run_1/met1.png
The bar under the picture is 20 µm long. Supply wires on this layer in gray.
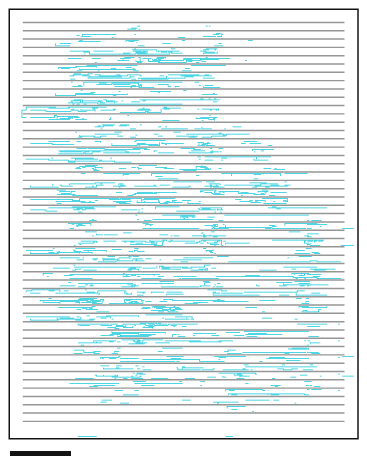
run_1/met2.png
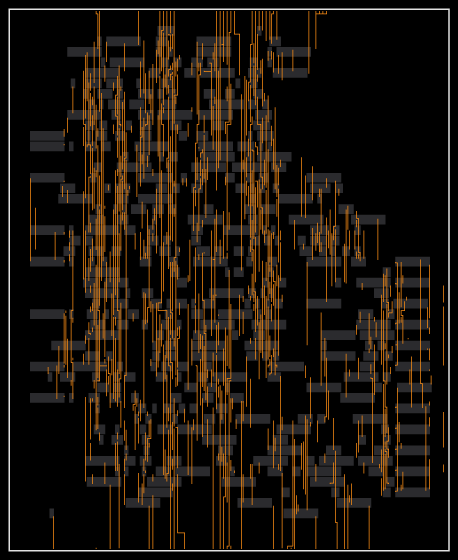
run_1/met3.png
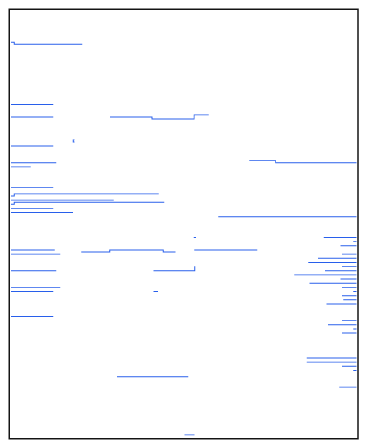
==> config.mk <==
export PLATFORM = sky130hd
export DESIGN_NAME = z80_ld16_immed_seq_flat
export DESIGN_NICKNAME = d
export VERILOG_FILES = /design/src/rtl/z80_seq_pkg.sv /design/src/rtl/z80_ld16_immed_seq_if.sv /design/src/rtl/z80_wait_timer.sv /design/src/rtl/z80_ld16_immed_seq.sv /design/src/flat_wrapper.sv
export SDC_FILE = /design/constraint.sdc
export NUM_CORES = 1
export LEC_CHECK = 0
export CAP_MARGIN = 30
export CELL_PAD_IN_SITES_DETAIL_PLACEMENT = 1
export CELL_PAD_IN_SITES_GLOBAL_PLACEMENT = 2
export CORE_ASPECT_RATIO = 1.25
export CORE_MARGIN = 4
export CORE_UTILIZATION = 30
export DETAILED_ROUTE_END_ITERATION = 8
export DONT_BUFFER_PORTS = 1
export PLACE_DENSITY = 0.67
export SYNTH_ARGS = -nofsm -noshare
export SYNTH_HDL_FRONTEND = slang
export SYNTH_HIERARCHICAL = 1
export SYNTH_SLANG_ARGS = --single-unit
==> constraint.sdc <==
create_clock -name clk -period 2.3 [get_ports clk]
set_input_delay 0.575 -clock clk [delete_from_list [all_inputs] [get_ports clk]]
set_output_delay 0.575 -clock clk [all_outputs]
set_load 0.02 [all_outputs]
==> src/rtl/z80_seq_pkg.sv <==
// Shared definitions for the Z80 multi-byte micro-sequencers.
package z80_seq_pkg;

  typedef enum logic [1:0] {
    IDLE  = 2'd0,
    RD_LO = 2'd1,
    RD_HI = 2'd2,
    WB    = 2'd3
  } seq_state_t;

  localparam logic [3:0] REG_BC = 4'd8;
  localparam logic [3:0] REG_DE = 4'd9;
  localparam logic [3:0] REG_HL = 4'd10;
  localparam logic [3:0] REG_SP = 4'd11;

  localparam logic [7:0] LD16_MASK  = 8'hCF;
  localparam logic [7:0] LD16_MATCH = 8'h01;

  function automatic logic is_ld16(input logic [7:0] op);
    return (op & LD16_MASK) == LD16_MATCH;
  endfunction

  function automatic logic [3:0] pair_wnum(input logic [1:0] dd);
    return REG_BC | {2'b00, dd};
  endfunction

endpackage

==> src/rtl/z80_ld16_immed_seq_if.sv <==
// Shared memory read port between a sequencer (master) and the memory (slave).
interface z80_ld16_immed_seq_if;
  logic        mem_req;
  logic [15:0] mem_addr;
  logic        mem_ack;
  logic [7:0]  mem_rdata;

  modport master (output mem_req, output mem_addr, input mem_ack, input mem_rdata);
  modport slave  (input mem_req, input mem_addr, output mem_ack, output mem_rdata);
endinterface

==> src/rtl/z80_wait_timer.sv <==
// Per-read wait-cycle counter; expired is high while the count equals WAIT_MAX.
module z80_wait_timer #(
  parameter int unsigned WAIT_MAX = 15
) (
  input  logic clk,
  input  logic reset_n,
  input  logic clr,
  input  logic tick,
  output logic expired
);
  localparam int unsigned CW = $clog2(WAIT_MAX + 1);

  logic [CW-1:0] count;

  always_ff @(posedge clk or negedge reset_n) begin
    if (!reset_n)
      count <= '0;
    else if (clr)
      count <= '0;
    else if (tick && !expired)
      count <= count + 1'b1;
  end

  assign expired = (count == CW'(WAIT_MAX));
endmodule

==> src/rtl/z80_ld16_immed_seq.sv <==
// LD dd,nn micro-sequencer: two operand reads, register-pair and PC write-back.
// Define Z80FI_TRACE_EN to add the Z80FI retirement record ports.
module z80_ld16_immed_seq
  import z80_seq_pkg::*;
#(
  parameter int unsigned WAIT_MAX = 15
) (
  input  logic                        clk,
  input  logic                        reset_n,
  input  logic                        start,
  input  logic [7:0]                  opcode,
  input  logic [15:0]                 pc_in,
  output logic                        busy,
  z80_ld16_immed_seq_if.master        mem,
  output logic                        reg_we,
  output logic [3:0]                  reg_wnum,
  output logic [15:0]                 reg_wdata,
  output logic                        pc_we,
  output logic [15:0]                 pc_wdata,
  output logic                        done,
  output logic                        illegal,
  output logic                        timeout
`ifdef Z80FI_TRACE_EN
  ,
  output logic                        z80fi_valid,
  output logic [31:0]                 z80fi_insn,
  output logic [2:0]                  z80fi_insn_len,
  output logic [15:0]                 z80fi_pc_rdata,
  output logic [15:0]                 z80fi_pc_wdata,
  output logic [3:0]                  z80fi_reg_wnum,
  output logic [15:0]                 z80fi_reg_wdata
`endif
);

  seq_state_t  state;
  logic [1:0]  dd;
  logic [15:0] pc;
  logic [7:0]  nn_lo;
  logic        in_read;
  logic        expired;
`ifdef Z80FI_TRACE_EN
  logic [7:0]  op;
`endif

  assign in_read = (state == RD_LO) || (state == RD_HI);

  // Counter is held clear outside reads and on every accepted ack, so each read starts at zero
  z80_wait_timer #(.WAIT_MAX(WAIT_MAX)) u_wait_timer (
    .clk     (clk),
    .reset_n (reset_n),
    .clr     (!in_read || mem.mem_ack),
    .tick    (in_read && !mem.mem_ack),
    .expired (expired)
  );

  always_ff @(posedge clk or negedge reset_n) begin
    if (!reset_n) begin
      state        <= IDLE;
      dd           <= '0;
      pc           <= '0;
      nn_lo        <= '0;
      busy         <= 1'b0;
      mem.mem_req  <= 1'b0;
      mem.mem_addr <= '0;
      reg_we       <= 1'b0;
      reg_wnum     <= '0;
      reg_wdata    <= '0;
      pc_we        <= 1'b0;
      pc_wdata     <= '0;
      done         <= 1'b0;
      illegal      <= 1'b0;
      timeout      <= 1'b0;
`ifdef Z80FI_TRACE_EN
      op              <= '0;
      z80fi_valid     <= 1'b0;
      z80fi_insn      <= '0;
      z80fi_insn_len  <= '0;
      z80fi_pc_rdata  <= '0;
      z80fi_pc_wdata  <= '0;
      z80fi_reg_wnum  <= '0;
      z80fi_reg_wdata <= '0;
`endif
    end else begin
      reg_we    <= 1'b0;
      reg_wnum  <= '0;
      reg_wdata <= '0;
      pc_we     <= 1'b0;
      pc_wdata  <= '0;
      done      <= 1'b0;
      illegal   <= 1'b0;
      timeout   <= 1'b0;
`ifdef Z80FI_TRACE_EN
      z80fi_valid     <= 1'b0;
      z80fi_insn      <= '0;
      z80fi_insn_len  <= '0;
      z80fi_pc_rdata  <= '0;
      z80fi_pc_wdata  <= '0;
      z80fi_reg_wnum  <= '0;
      z80fi_reg_wdata <= '0;
`endif
      case (state)
        IDLE: begin
          if (start) begin
            if (is_ld16(opcode)) begin
              dd           <= opcode[5:4];
              pc           <= pc_in;
              busy         <= 1'b1;
              mem.mem_req  <= 1'b1;
              mem.mem_addr <= pc_in + 16'd1;
              state        <= RD_LO;
`ifdef Z80FI_TRACE_EN
              op           <= opcode;
`endif
            end else begin
              illegal <= 1'b1;
            end
          end
        end
        RD_LO: begin
          if (mem.mem_ack) begin
            nn_lo        <= mem.mem_rdata;
            mem.mem_addr <= pc + 16'd2;
            state        <= RD_HI;
          end else if (expired) begin
            mem.mem_req  <= 1'b0;
            mem.mem_addr <= '0;
            busy         <= 1'b0;
            timeout      <= 1'b1;
            state        <= IDLE;
          end
        end
        RD_HI: begin
          if (mem.mem_ack) begin
            mem.mem_req  <= 1'b0;
            mem.mem_addr <= '0;
            reg_we       <= 1'b1;
            reg_wnum     <= pair_wnum(dd);
            reg_wdata    <= {mem.mem_rdata, nn_lo};
            pc_we        <= 1'b1;
            pc_wdata     <= pc + 16'd3;
            done         <= 1'b1;
            state        <= WB;
`ifdef Z80FI_TRACE_EN
            z80fi_valid     <= 1'b1;
            z80fi_insn      <= {8'h00, mem.mem_rdata, nn_lo, op};
            z80fi_insn_len  <= 3'd3;
            z80fi_pc_rdata  <= pc;
            z80fi_pc_wdata  <= pc + 16'd3;
            z80fi_reg_wnum  <= pair_wnum(dd);
            z80fi_reg_wdata <= {mem.mem_rdata, nn_lo};
`endif
          end else if (expired) begin
            mem.mem_req  <= 1'b0;
            mem.mem_addr <= '0;
            busy         <= 1'b0;
            timeout      <= 1'b1;
            state        <= IDLE;
          end
        end
        WB: begin
          busy  <= 1'b0;
          state <= IDLE;
        end
        default: begin
          busy  <= 1'b0;
          state <= IDLE;
        end
      endcase
    end
  end

endmodule

==> src/flat_wrapper.sv <==
// flat-port wrapper written by rule: the top's interface ports become plain ports
module z80_ld16_immed_seq_flat import z80_seq_pkg::*;
#(
  parameter int unsigned WAIT_MAX = 15
)
  (clk, reset_n, start, opcode, pc_in, busy, reg_we, reg_wnum, reg_wdata, pc_we, pc_wdata, done, illegal, timeout, mem_mem_req, mem_mem_addr, mem_mem_ack, mem_mem_rdata);
  z80_ld16_immed_seq_if mem_i ();
  input  logic clk;
  input  logic reset_n;
  input  logic start;
  input  logic [7:0] opcode;
  input  logic [15:0] pc_in;
  output logic busy;
  output logic reg_we;
  output logic [3:0] reg_wnum;
  output logic [15:0] reg_wdata;
  output logic pc_we;
  output logic [15:0] pc_wdata;
  output logic done;
  output logic illegal;
  output logic timeout;
  output wire logic [$bits(mem_i.mem_req)-1:0] mem_mem_req;
  output wire logic [$bits(mem_i.mem_addr)-1:0] mem_mem_addr;
  input wire logic [$bits(mem_i.mem_ack)-1:0] mem_mem_ack;
  input wire logic [$bits(mem_i.mem_rdata)-1:0] mem_mem_rdata;
  assign mem_mem_req = mem_i.mem_req;
  assign mem_mem_addr = mem_i.mem_addr;
  assign mem_i.mem_ack = mem_mem_ack;
  assign mem_i.mem_rdata = mem_mem_rdata;
  z80_ld16_immed_seq #(.WAIT_MAX(WAIT_MAX)) u_core (.clk(clk), .reset_n(reset_n), .start(start), .opcode(opcode), .pc_in(pc_in), .busy(busy), .mem(mem_i), .reg_we(reg_we), .reg_wnum(reg_wnum), .reg_wdata(reg_wdata), .pc_we(pc_we), .pc_wdata(pc_wdata), .done(done), .illegal(illegal), .timeout(timeout));
endmodule
==> changes_impl.md, run 1 <==
## Flow update

- Core region area: between 10000 and 15000 µm²
- Worst path cell trace: inv_1, ha_1, buf_4, nand2_1, o31ai_1, buf_4, a221o_1
- Cell mode on critical path: buf_4
- Post-DR vias/cell: 5.05
- Hold_ws: -0.0791 ns
- IO Port Bufs: 0
- Outcome: finished with violations
- CLK BUF: 9
- Routed Antenna Nets: 0
- Non-clk bufs: 16
- Logic area: roughly 1900 µm²
- Syn Inst Count: 380
- Final-report setup violation count: 0
- CTS tree: built
- Wire per inst: 19.5 µm
- Comb_multi_in: 260
- Synthesized cell area: 4190 µm²
- Clock Network Area Fraction: 6.11%
- Gr usage total: 14.4%
- Final hold vios: 87
- CP max stage delay: about 0.37 ns
- Final Critical Period: 2.05 ns
- Crit path max-delay cell type: dfrtp_1
- IO Count: 95
- H-tree depth: 3
- Final worst-path cycle share: 88.9%
- Global-route wire length before repair: 17800 µm
- Final worst slack: 0.255 ns
- Flip-flops with a built-in enable: 0
- Final Max Slew Viols: 0
- Clock sink count: slightly below 90
- YS chip area: approximately 4200 µm²
- Die height: 140 µm
- Cells after DPL: 550
- Critical path's top delay family: buffers and inverters
- Most common logic cells in the final layout: dfrtp_1 (87), nor2_1 (33), mux2_2 (27)
- Area leader, netlist: dfrtp_1
- Ys flop type: dfrtp_1
- Synthesized Nets: 425
- Seq share, synth: 52.0%
- Hold crit path type: input pin to async pin
- Worst slew pin tran: 0.699 ns
- Dpl hpwl: 8040 µm
- Cell Count, Final, Fillers Out: roughly 570
- Yosys warnings: 6
- Cell Type Count: 49
- Initial antenna violation count: 0
- Design Area, Final: 4710 µm²
- #FFs+latches synth: just under 90
- Largest net degree at the start of global routing: 88
- Synth-to-layout area growth: 12.6%
- Layout cell share with drive strength beyond 1: between 10% and 20%
- Row count: 48
- Worst R2R Start: u_core/state[0]$_DFFE_PN0P_
- CP Max Fanout: 18
- Reg2reg setup slack: 0.25 ns
- Violated checks: hold timing
- Post-layout util: 34.3%
- Log Warnings: 32
- Dominant logic cell type in the layout: dfrtp_1
- Clock transition at path regs: 0.07 ns
- Drc violations: 0
- GP Congestion: roughly 0.76
- Pwr/cell area: ~1000 nW/µm²
- Fmax: 0.489 GHz
- Kind of critical path: flip-flop to flip-flop
- Worst EP arrival: 2.27 ns
- Cells taking the most area after synthesis: dfrtp_1 (52%), mux2_2 (7.3%), xnor2_1 (4.4%)
- Placed cell areas: 4420 µm²
- Crit path from: u_core/state[0]$_DFFE_PN0P_
- VDD IR max: between 300 and 400 µV
- Non-clk buf share: 2.55%
- Post-CTS Setup Inserts: 0
- Drt first pass iters: 4
- Nature of the critical path endpoint: flip-flop
- N_diodes: 0
- Fin Setup TNS: 0 ns
- Initial detailed-routing violation count: about 120
About met1.png:
nets with wire on the layer = 392
wire length on this layer = 4150 µm
main direction = horizontal
final wirelength: 11000 µm
Vias: 2859
GR Layer Usage met1: 15.8%

About met2.png:
share of all routed wire = 54%
wire length on this layer = 5960 µm
main direction = vertical
nets with wire on the layer = 374
met2 usage: 25.3%

About met3.png:
longest straight run = 49.0 µm
nets with wire on the layer = 48
main direction = horizontal
share of all routed wire = 6.8%
wire length on this layer = 750 µm
met3 usage: 5.06%

==> run 1: cell families after synthesis <==
| family | share of synthesized area (%) |
|---|---|
| buf+inv | 3.50 |
| fa+ha+maj | 2.69 |
| other cells | 0.0896 |
| mux | 8.10 |
| compound gates | 8.52 |
| flops | 52.0 |
| simple gates | 17.4 |
| xor+xnor | 7.74 |
==> run 1: routing by layer <==
| metal | vias to the layer above | part of all wire [%] | track usage [%] |
|---|---|---|---|
| li1 | 1346 | - | - |
| met1 | 1446 | 38 | 15.8 |
| met2 | 61 | 54 | 25.3 |
| met3 | 6 | 6.8 | 5.06 |
| met4 | 0 | 1.6 | 5.32 |
| met5 | - | 0 | 0 |
==> run 1: where the power goes <==
group	leakage [µW]	switching [µW]	internal, µW
Combinational	0.000811	629	582
Sequential	0.00117	469	1830
Clock	0.000144	672	758
==> run 1: Yosys cell counts, types with 3 or more instances <==
| library cell | number |
|---|---|
| dfrtp_1 | 87 |
| nand2_1 | 17 |
| xnor2_1 | 21 |
| mux2_2 | 27 |
| a21oi_1 | 9 |
| and2_1 | 3 |
| or3_1 | 3 |
| o22ai_1 | 7 |
| buf_2 | 6 |
| ha_1 | 9 |
| a22o_1 | 8 |
| xor2_1 | 16 |
| nor2_1 | 33 |
| nor3_1 | 6 |
| nor4_1 | 5 |
| a221o_1 | 5 |
| nand2b_1 | 5 |
| nand3_1 | 13 |
| nand4_1 | 6 |
| and3_1 | 22 |
| and4_1 | 5 |
| buf_4 | 4 |
| o21ai_0 | 12 |
| clkbuf_1 | 11 |
| nor2b_1 | 3 |
| inv_1 | 12 |
==> run 1: worst register-to-register path, delay by kind of cell, from the launching register on <==
family / cells / cell delay [ns]
compound gates: 2 / 0.49
fa+ha+maj: 1 / 0.31
simple gates: 1 / 0.27
flops: 1 / 0.37
buf+inv: 3 / 0.49
run_1/wire_density.png
The die is cut into 23 by 28 equal tiles; dark blue is low, red is high, scaled to the fullest tile. Values are wire area over tile area, all layers added.
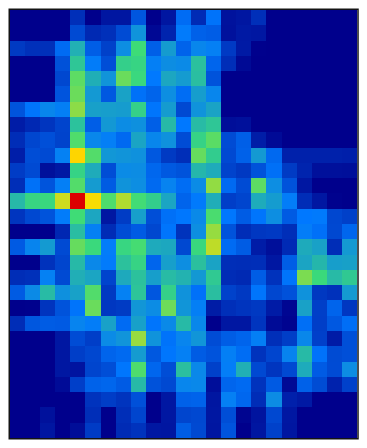

--- run 2 (diff from run 1) ---
- CORE_MARGIN: 4 -> unset
- SETUP_SLACK_MARGIN: unset -> 0.4
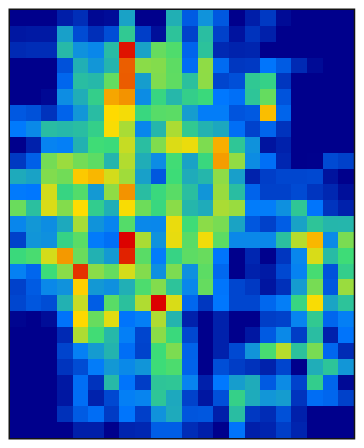
run_2/wire_density.png
The die is cut into 22 by 27 equal tiles; dark blue is low, red is high, scaled to the fullest tile. Values are wire area over tile area, all layers added.
tiles over half the peak = 21%
emptiest ninth of the die = top right
nearly empty tiles = 17%
fullest tile = 0.42
mean over tiles = 0.12
Vias: 2912
gr usage total: 16.2%
wire per inst: 19.2 µm

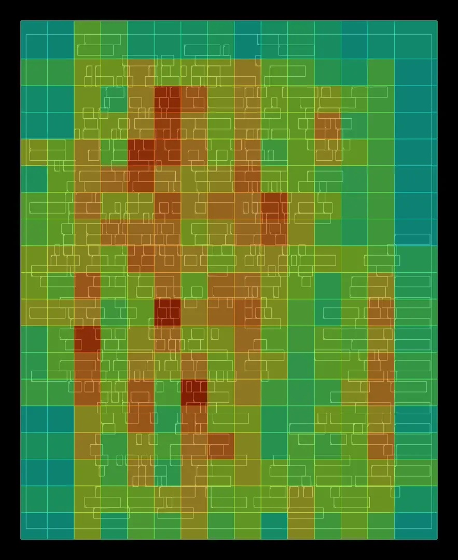
run_2/final_congestion.png
GR Layer Usage met1: 17.7%
post-layout util: 36.5%

==> run 2 against run 1 <==
- the flow still finishes with violations (hold timing)
- critical path depth rose by 1
- total power rose by 4.7%
- clock power increased by 6%
- first-iteration DRC count down 26%
- synthesized cell count is the same
- final cell count up 1.1%
- register-to-register slack improved by 0.21 ns
- setup slack gained 0.21 ns
- die area down 9.3%
==> changes_impl.md, run 2 <==
## Flow update

- Final wirelength: 11000 µm
- N_diodes: 0
- Dpl hpwl: 7890 µm
- GP Congestion: 0.778
- CP Max Fanout: 7
- XORs/XNORs by Area: 7.74%
- Outcome: finished with violations
- Ao+oa area frac: approximately 8.5%
- #FFs+latches synth: 87
- Pre-CTS WS: approximately 0.23 ns
- Cells taking the most area after synthesis: dfrtp_1 (52%), mux2_2 (7.3%), xnor2_1 (4.4%)
- Drt first pass iters: 4
- Global-route wire length before repair: 17700 µm
- Design Area, Final: between 4000 and 5000 µm²
- Dominant logic cell type in the layout: dfrtp_1
- Critical path's top delay family: AND-OR/OR-AND gates
- Most frequent cells after synthesis: dfrtp_1 (87), nor2_1 (33), mux2_2 (27), and3_1 (22), xnor2_1 (21)
- H-tree depth: 3
- Final worst-path cycle share: 79.8%
- Drc violations: 0
- IO Count: about 95
- YS chip area: 4190 µm²
- Synth Area in Adders: between 2 and 3%
- IO Port Bufs: 0
- Initial detailed-routing violation count: 91
- Clk_skew: approximately 0.0077 ns
- Clock sink count: 87
- VDD IR max: between 300 and 400 µV
- Cells after DPL: between 500 and 600
- Mux area share: about 8.1%
- Worst EP arrival: just over 2 ns
- Post-DR vias/cell: 5.09
- FILL cells: between 1k and 1.5k
- Violated checks: hold timing
- Die area: roughly 14000 µm²
- CP max stage delay: 0.37 ns
- Core region area: between 10000 and 15000 µm²
- Slew Limit Headroom: between 50% and 60%
- Grt total ovfl: 0
- Async S/R FF share, synth: 100%
- Kind of critical path: flip-flop to flip-flop
- Layout cell share with drive strength beyond 1: 24.2%
- Worst Path Required: approximately 2.5 ns
- Final hold vios: 87
- Synthesized cell area: 4190 µm²
- Number of global-route vias before repair: about 3.2k
- Main logic family after synthesis: simple AND/OR/NAND/NOR gates
- Final worst slack: 0.465 ns
- Dominant cell area share: 52.0%
- Largest net degree at the start of global routing: just under 90
- Final Max Slew Viols: 0
- Hold crit path type: input pin to async pin
- Fmax: 0.545 GHz
- Late-Pin Clk Latency: 0.34 ns
- Row count: 47
- Final Critical Period: 1.84 ns
- Yosys warnings: 6
- Nature of the critical path endpoint: flip-flop
- Synthesized Nets: 425
- Syn Inst Count: 380
- Synth Area per Inst: 11.0 µm²
- Flip-flops with a built-in enable: 0
- Yosys Instances: 380
- Top-count cell post-synth: dfrtp_1
- Pwr/cell area: 1060 nW/µm²
- Buffers plus inverters on the worst setup path: 2
- CTS tree: built
- Clock transition at path regs: 0.07 ns
- Bufs on Longest Clock Path: 2
- Worst slew pin tran: between 0.7 and 0.8 ns
- Startpoint types: flip-flop
- Cell Type Count: 49
- Cell Count, Final, Fillers Out: 572
- Fin Setup TNS: 0 ns
- Synth-to-layout area growth: 16.8%
- Hold_ws: -0.0808 ns
- Initial antenna violation count: 0
- Area leader, netlist: dfrtp_1
- Routed Antenna Nets: 0
- Pwr Total: 5170 µW
- CTS Root Cell: clkbuf_16
- Fp util: between 30 and 40%
- Final-report setup violation count: 0
- # nets final: around 440
- Die height: between 100 and 150 µm
- Ys flop type: dfrtp_1
- Unrepaired setup endpoints after global routing: true
- Log Warnings: 34
- MaxCap Viol Count: 0
- Crit path max-delay cell type: dfrtp_1
- Seq share, synth: 52.0%
- Die Width: 108 µm
- Most common logic cells in the final layout: dfrtp_1 (80), nor2_1 (33), mux2_2 (27)
- Worst path cell trace: inv_2, ha_1, nor2b_1, a41o_1, buf_6, nand2b_4, nor2_1, a221o_1
- Leak: 0.00218 µW
- Simple-Gate Fraction of Synth Area: 17.4%
- Num CTS Buffers: 9
- Placed cell areas: 4400 µm²
-- run 2: layout make-up --
cell class	instances	area [µm²]	share of cell area, %
Clock buffer	9	225	4.61
Multi-Input combinational cell	260	1930	39.5
Inverter	12	45.0	0.921
Sequential cell	87	2190	44.7
Tap cell	171	214	4.38
Clock inverter	7	80.1	1.64
Timing Repair Buffer	26	206	4.22
-- run 2: what timing repair did --
item	4_1_cts	5_1_grt
endpoints found under the setup margin	20	23
pin swaps	0	1
resized	10	14
buffers inserted	1	13
endpoints found under the hold margin	87	87
-- run 2: path summary, 6_finish.rpt --
check / start / end / slack, ns / cells past startpoint
max: u_core/state[0]$_DFFE_PN0P_ / u_core/mem.mem_addr[15]$_DFFE_PN0P_ / 0.46 / 8
min: reset_n / u_core/reg_wnum[0]$_DFF_PN0_ / -0.08 / 0
max reg2reg: u_core/state[0]$_DFFE_PN0P_ / u_core/mem.mem_addr[15]$_DFFE_PN0P_ / 0.46 / 8
min reg2reg: u_core/nn_lo[1]$_DFFE_PN0P_ / u_core/nn_lo[1]$_DFFE_PN0P_ / 0.50 / 1
max in group asynchronous: reset_n / u_core/pc[5]$_DFFE_PN0P_ / 2.23 / 0
min in group clk: start / u_core/illegal$_DFF_PN0_ / 0.35 / 2
-- run 2: power by group --
group	internal, µW	leakage (µW)	total (µW)	switching [µW]
Sequential	1830	0.00116	2300	463
Clock	854	0.000143	1510	658
Combinational	680	0.000878	1360	682
-- run 2: per-layer routing --
layer,share of wire (%),vias to the layer above,global-route usage [%]
met4,1.1,0,6.47
met3,6.2,8,5.44
met5,0,-,0
met2,53,65,28.6
li1,-,1369,-
met1,39,1470,17.7
Power and IR drop assume default switching activity.
